### Cells coloured by class

Bar = 200 microns.
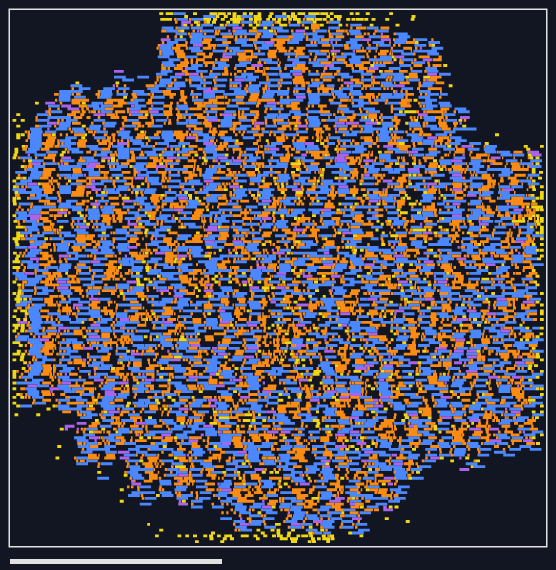
### Clock wires, drivers and flops

Bar = 200 microns.
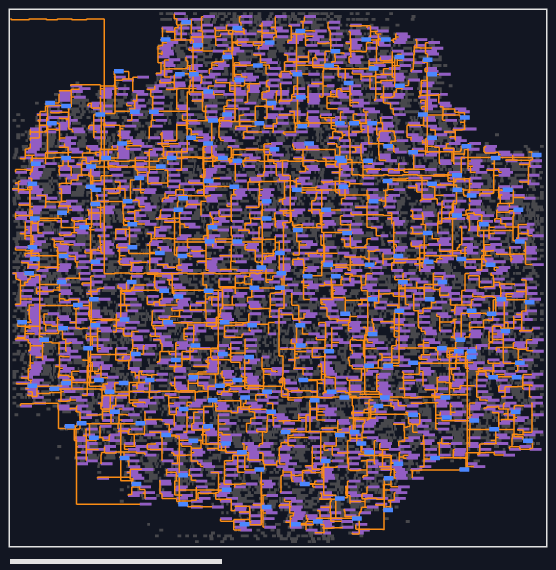
**src/rtl/matmul_sp_pkg.sv**
```systemverilog
// Shared sizes and drain FSM state type for the matmul scratchpad bank.
package matmul_sp_pkg;

  localparam int DEF_DATA_WIDTH = 32;
  localparam int DEF_MAX_DIM    = 4;
  localparam int DEF_NUM_SLOTS  = 4;

  localparam int MATRIX_SIZE = DEF_MAX_DIM * DEF_MAX_DIM;
  localparam int SLOT_W      = $clog2(DEF_NUM_SLOTS);
  localparam int IDX_W       = $clog2(MATRIX_SIZE);

  typedef enum logic {
    IDLE   = 1'b0,
    STREAM = 1'b1
  } drain_state_e;

endpackage

```
**src/rtl/matmul_sp_drain_fsm.sv**
```systemverilog
// Streaming drain sequencer: latches the slot, walks the element index, flags the last beat.
//   state  | meaning
//   IDLE   | no drain active, waiting for drain_start_i
//   STREAM | presenting element idx_q of slot_q, advancing on valid && ready
module matmul_sp_drain_fsm
  import matmul_sp_pkg::*;
#(
  parameter int N_ELEM    = MATRIX_SIZE,
  parameter int SLOT_BITS = SLOT_W,
  parameter int IDX_BITS  = IDX_W
) (
  input  logic                 clk_i,
  input  logic                 rst_i,
  input  logic                 drain_start_i,
  input  logic [SLOT_BITS-1:0] drain_slot_i,
  input  logic                 drn_ready_i,
  output logic [SLOT_BITS-1:0] slot_o,
  output logic [IDX_BITS-1:0]  idx_o,
  output logic                 valid_o,
  output logic                 last_o,
  output logic                 busy_o
);

  localparam logic [IDX_BITS-1:0] LAST_IDX = IDX_BITS'(N_ELEM - 1);

  drain_state_e         state_q, state_d;
  logic [SLOT_BITS-1:0] slot_q, slot_d;
  logic [IDX_BITS-1:0]  idx_q, idx_d;

  always_ff @(posedge clk_i) begin
    if (rst_i) begin
      state_q <= IDLE;
      slot_q  <= '0;
      idx_q   <= '0;
    end else begin
      state_q <= state_d;
      slot_q  <= slot_d;
      idx_q   <= idx_d;
    end
  end

  always_comb begin
    state_d = state_q;
    slot_d  = slot_q;
    idx_d   = idx_q;
    valid_o = 1'b0;
    last_o  = 1'b0;
    busy_o  = 1'b0;
    case (state_q)
      IDLE: begin
        if (drain_start_i) begin
          slot_d  = drain_slot_i;
          idx_d   = '0;
          state_d = STREAM;
        end
      end
      STREAM: begin
        busy_o  = 1'b1;
        valid_o = 1'b1;
        last_o  = (idx_q == LAST_IDX);
        if (drn_ready_i) begin
          if (idx_q == LAST_IDX) begin
            idx_d   = '0;
            state_d = IDLE;
          end else begin
            idx_d = idx_q + 1'b1;
          end
        end
      end
      default: state_d = IDLE;
    endcase
  end

  assign slot_o = slot_q;
  assign idx_o  = idx_q;

endmodule

```
**src/rtl/matmul_scratchpad_bank.sv**
```systemverilog
// Multi-slot result store: whole-matrix capture, 1-cycle random read, valid/ready drain.
// Optional accumulate-on-capture is enabled by defining SCRATCHPAD_ACCUM_EN (adds acc_i).
module matmul_scratchpad_bank
  import matmul_sp_pkg::*;
#(
  parameter int DATA_WIDTH = DEF_DATA_WIDTH,
  parameter int MAX_DIM    = DEF_MAX_DIM,
  parameter int NUM_SLOTS  = DEF_NUM_SLOTS
) (
  input  logic                                    clk_i,
  input  logic                                    rst_i,
  input  logic                                    done_i,
`ifdef SCRATCHPAD_ACCUM_EN
  input  logic                                    acc_i,
`endif
  input  logic [MAX_DIM*MAX_DIM*DATA_WIDTH-1:0]   res_flat_i,
  input  logic [MAX_DIM*MAX_DIM-1:0]              ovf_flat_i,
  input  logic [$clog2(NUM_SLOTS)-1:0]            wr_slot_i,
  input  logic                                    rd_en_i,
  input  logic [$clog2(NUM_SLOTS)-1:0]            rd_slot_i,
  input  logic [$clog2(MAX_DIM*MAX_DIM)-1:0]      rd_idx_i,
  output logic [DATA_WIDTH-1:0]                   rd_data_o,
  output logic                                    rd_ovf_o,
  output logic                                    rd_valid_o,
  input  logic                                    drain_start_i,
  input  logic [$clog2(NUM_SLOTS)-1:0]            drain_slot_i,
  output logic [DATA_WIDTH-1:0]                   drn_data_o,
  output logic                                    drn_ovf_o,
  output logic                                    drn_last_o,
  output logic                                    drn_valid_o,
  input  logic                                    drn_ready_i,
  output logic                                    busy_o,
  output logic [NUM_SLOTS-1:0]                    slot_valid_o,
  input  logic [NUM_SLOTS-1:0]                    slot_clr_i
);

  localparam int N_ELEM    = MAX_DIM * MAX_DIM;
  localparam int SLOT_BITS = $clog2(NUM_SLOTS);
  localparam int IDX_BITS  = $clog2(N_ELEM);

  logic [DATA_WIDTH-1:0] mem_q [NUM_SLOTS][N_ELEM];
  logic [N_ELEM-1:0]     ovf_q [NUM_SLOTS];
  logic [DATA_WIDTH-1:0] cap_data [N_ELEM];
  logic [N_ELEM-1:0]     cap_ovf;
`ifdef SCRATCHPAD_ACCUM_EN
  logic [DATA_WIDTH:0]   acc_sum [N_ELEM];
`endif

  logic [NUM_SLOTS-1:0]  slot_valid_q, slot_valid_d, slot_set;
  logic [DATA_WIDTH-1:0] rd_data_q;
  logic                  rd_ovf_q, rd_valid_q;

  logic [SLOT_BITS-1:0]  drn_slot;
  logic [IDX_BITS-1:0]   drn_idx;
  logic                  drn_valid;

  // Capture value per element; accumulate mode folds in the carry-out as overflow.
  always_comb begin
    cap_ovf = ovf_flat_i;
    for (int k = 0; k < N_ELEM; k++) begin
      cap_data[k] = res_flat_i[k*DATA_WIDTH +: DATA_WIDTH];
`ifdef SCRATCHPAD_ACCUM_EN
      acc_sum[k] = {1'b0, mem_q[wr_slot_i][k]} + {1'b0, res_flat_i[k*DATA_WIDTH +: DATA_WIDTH]};
      if (acc_i) begin
        cap_data[k] = acc_sum[k][DATA_WIDTH-1:0];
        cap_ovf[k]  = ovf_q[wr_slot_i][k] | ovf_flat_i[k] | acc_sum[k][DATA_WIDTH];
      end
`endif
    end
  end

  always_ff @(posedge clk_i) begin
    if (rst_i) begin
      for (int s = 0; s < NUM_SLOTS; s++) begin
        ovf_q[s] <= '0;
        for (int k = 0; k < N_ELEM; k++) begin
          mem_q[s][k] <= '0;
        end
      end
    end else if (done_i) begin
      ovf_q[wr_slot_i] <= cap_ovf;
      for (int k = 0; k < N_ELEM; k++) begin
        mem_q[wr_slot_i][k] <= cap_data[k];
      end
    end
  end

  // A capture in the same cycle as a clear of that slot leaves it valid.
  always_comb begin
    slot_set = '0;
    if (done_i) begin
      slot_set[wr_slot_i] = 1'b1;
    end
    slot_valid_d = (slot_valid_q & ~slot_clr_i) | slot_set;
  end

  always_ff @(posedge clk_i) begin
    if (rst_i) begin
      slot_valid_q <= '0;
      rd_data_q    <= '0;
      rd_ovf_q     <= 1'b0;
      rd_valid_q   <= 1'b0;
    end else begin
      slot_valid_q <= slot_valid_d;
      rd_valid_q   <= rd_en_i;
      if (rd_en_i) begin
        rd_data_q <= mem_q[rd_slot_i][rd_idx_i];
        rd_ovf_q  <= ovf_q[rd_slot_i][rd_idx_i];
      end
    end
  end

  matmul_sp_drain_fsm #(
    .N_ELEM    (N_ELEM),
    .SLOT_BITS (SLOT_BITS),
    .IDX_BITS  (IDX_BITS)
  ) u_drain_fsm (
    .clk_i         (clk_i),
    .rst_i         (rst_i),
    .drain_start_i (drain_start_i),
    .drain_slot_i  (drain_slot_i),
    .drn_ready_i   (drn_ready_i),
    .slot_o        (drn_slot),
    .idx_o         (drn_idx),
    .valid_o       (drn_valid),
    .last_o        (drn_last_o),
    .busy_o        (busy_o)
  );

  // Drain reads storage live, so a capture into the current element shows up next cycle.
  assign drn_valid_o  = drn_valid;
  assign drn_data_o   = drn_valid ? mem_q[drn_slot][drn_idx] : '0;
  assign drn_ovf_o    = drn_valid & ovf_q[drn_slot][drn_idx];

  assign rd_data_o    = rd_data_q;
  assign rd_ovf_o     = rd_ovf_q;
  assign rd_valid_o   = rd_valid_q;
  assign slot_valid_o = slot_valid_q;

endmodule

```
**config.mk**
```make
export PLATFORM = sky130hd
export DESIGN_NAME = matmul_scratchpad_bank
export DESIGN_NICKNAME = d
export VERILOG_FILES = /design/src/rtl/matmul_sp_pkg.sv /design/src/rtl/matmul_sp_drain_fsm.sv /design/src/rtl/matmul_scratchpad_bank.sv
export SDC_FILE = /design/constraint.sdc
export NUM_CORES = 2
export LEC_CHECK = 0
export CAP_MARGIN = 15
export CORE_MARGIN = 2
export CORE_UTILIZATION = 45
export DETAILED_ROUTE_END_ITERATION = 8
export MAX_ROUTING_LAYER = met4
export PLACE_DENSITY = 0.64
export SLEW_MARGIN = 30
export SYNTH_ARGS = -nofsm -noshare
export SYNTH_HDL_FRONTEND = slang
export SYNTH_SLANG_ARGS = --single-unit
```
**constraint.sdc**
```tcl
create_clock -name clk_i -period 48.8 [get_ports clk_i]
set_input_delay 14.64 -clock clk_i [delete_from_list [all_inputs] [get_ports clk_i]]
set_output_delay 14.64 -clock clk_i [all_outputs]
set_load 0.01 [all_outputs]
```
==> run_results.csv <==
group,metric,value,unit
sta,finalClockSkew,71.9,ps
power_and_ir_drop,p_switching,1.20,mW
clock_network,htree_num_levels,4,
die,coreArea,0.251,sq mm
logic_synthesis,ys_cells,7561,
logic_synthesis,syn_area_per_cell,15.0,sq um
die,die_y,505,microns
layout,layout.nets,8539,
run_status,status,"finished, final reports clean",
power_and_ir_drop,seq_power_share,48.8,%
routing,drcViolationCount,0,
logic_synthesis,synth_top_flop_cell,"edfxtp_1",
routing,wirelength,451000,microns
die,initCoreUtil,45.1,%
clock_network,insertion_delay,920,ps
clock_network,numCtsBuffers,229,
logic_synthesis,async_reset_ff_share,0,%
grt,grt_max_degree,175,
worst_setup_path,crit_family,"buffers and inverters",
clock_network,cts.root.buffer_cell,"clkbuf_16",
power_and_ir_drop,p_int,3.42,mW
worst_setup_path,cp_common_cell,"buf_4",
layout,fillCellCount,20415,
power_and_ir_drop,finalPower,4.62,mW
sta,maxSlewViolCount,0,
sta,tns,0,ps
layout,syn_to_final_growth,15.5,%
routing,dr.first_iter.drc_count,12015,
sta,setup-violations-final,0,
worst_setup_path,crit_fanout,38,
layout,post_layout_nonfiller_instances,11755,
layout,register_area,0.0644,sq mm
logic_synthesis,synth-adder-area-share,0.0111,%
logic_synthesis,yosys_area,0.113,sq mm
routing,wl_per_cell,38.4,microns
logic_synthesis,syn_nets,8110,
clock_network,hold_buffers,0,
sta,final-hold-violation-count,0,
sta,max_freq,44.1,MHz
sta,slew_headroom,17.9,%
worst_setup_path,cp.arrival,8020,ps
power_and_ir_drop,ir_worst_vdd,42.6,uV
sta,setup_slack,26140,ps
About 'Cells coloured by class':
legend:
  blue:
    class: sequential cells
    cells: 2,159
    share_of_their_area: 51%
  purple:
    class: clock drivers and dummy loads
    cells: 431
    share_of_their_area: 5.9%
  yellow:
    class: remaining buffers and delay cells
    cells: 840
    share_of_their_area: 6.5%
  orange:
    class: remaining logic cells
    cells: 4,760
    share_of_their_area: 36%

About 'Clock wires, drivers and flops':
legend:
  orange:
    item: clock wires
    length: 27.8 mm
  purple:
    item: flip-flops
    count: 2,159
  blue:
    item: clock-net drivers
    count: 229
flops lie: spread over the die
routed clock nets: 230

[power by group through the flow]
stage	clock network, mW	logic [mW]	registers, mW
after floorplan	0	0.339	2.29
after global placement	0	0.588	2.28
after detailed placement	0	0.592	2.29
after CTS	1.76	0.594	2.25
after global routing	1.83	0.623	2.26
final	1.76	0.607	2.25
[per-layer routing]
layer,vias up,track usage [%],routed length [microns]
li1,30272,-,-
met1,39656,43.8,154000
met2,5622,50.6,199000
met3,1020,12.5,65200
met4,0,22.4,32100
met5,-,-,0
[cell usage in the layout (no fill, tap or decap), types with 9 or more instances in the layout]
master,count
buf_12,14
nand2b_1,15
o21ai_0,64
clkbuf_1,66
edfxtp_1,2112
mux4_2,949
clkdlybuf4s50_1,616
a22o_1,16
o211ai_1,26
clkinv_2,34
nand3_1,145
inv_1,16
nor2_1,119
buf_4,198
o22ai_1,92
clkbuf_16,230
o221ai_1,56
nand2_1,364
a211oi_1,47
nand4_1,13
dfxtp_1,42
nor3_1,9
clkbuf_8,17
bufinv_16,17
a221oi_1,28
clkinv_1,46
a22oi_1,116
o21ai_1,17
mux2i_1,299
mux4_1,11
a31oi_1,11
a21oi_1,106
diode_2,217
and2_1,2093
[through the flow]
stage               utilization, %  cell area, sq um
floorplan                        -            113000
global placement              48.8            122000
detailed placement            48.8            122000
CTS                           51.8            130000
global route                  52.0            130000
finish                        52.1            131000
[final timing paths]
kind,from,endpoint,slack (ps),cells after the start
min,slot_valid_o[0]$_SDFF_PP0_,slot_valid_o[0]$_SDFF_PP0_,460,2
max reg2reg,mem_q[3][103]$_SDFFCE_PN0P_,rd_data_o[7]$_SDFFE_PP0P_,45990,4
max,register,drn_data_o[7],26140,12
min reg2reg,slot_valid_o[0]$_SDFF_PP0_,slot_valid_o[0]$_SDFF_PP0_,460,2
[flip-flops by register name, indices dropped and copies added (netlist names), named ones only]
signal               flops
mem_q                 2048
u_drain_fsm.slot_o       2
rd_data_o               32
u_drain_fsm.state_q      1
ovf_q                   64
slot_valid_o             4
rd_valid_o               1
rd_ovf_o                 1
u_drain_fsm.idx_o        4
[worst register-to-register path, stage by stage (launching register included)]
cell      delay, ps
edfxtp_1        420
mux4_2          490
a22o_1          240
a221oi_1        710
nand4_1         610
[layout make-up]
class	count	share of cell area (%)
well taps	3348	3.21
flip-flops and latches	2159	49.3
multi-input cells	4741	35.1
inverters	19	0.0604
repair buffers	840	6.24
clock buffers	313	4.78
clock inverters	118	0.917
diodes	217	0.416
[Yosys cell counts (6+ instances only)]
cell type,count
o211ai_1,26
o21ai_0,75
buf_4,69
and2_1,2097
o221ai_1,56
mux2_2,7
dfxtp_1,47
buf_2,140
nand3_1,145
inv_1,18
a22oi_1,116
o22ai_1,93
nor3_1,10
a31oi_1,11
a211oi_1,48
nand2_1,368
nor2b_1,14
o22a_1,6
nand2b_1,22
a221oi_1,28
mux4_2,949
mux2i_1,299
edfxtp_1,2112
nor2_1,132
a311oi_1,9
mux4_1,11
a22o_1,16
buf_6,31
clkbuf_1,379
nand4_1,13
buf_1,17
a21oi_1,113
o21ai_1,6
or2_2,7
and4_1,6
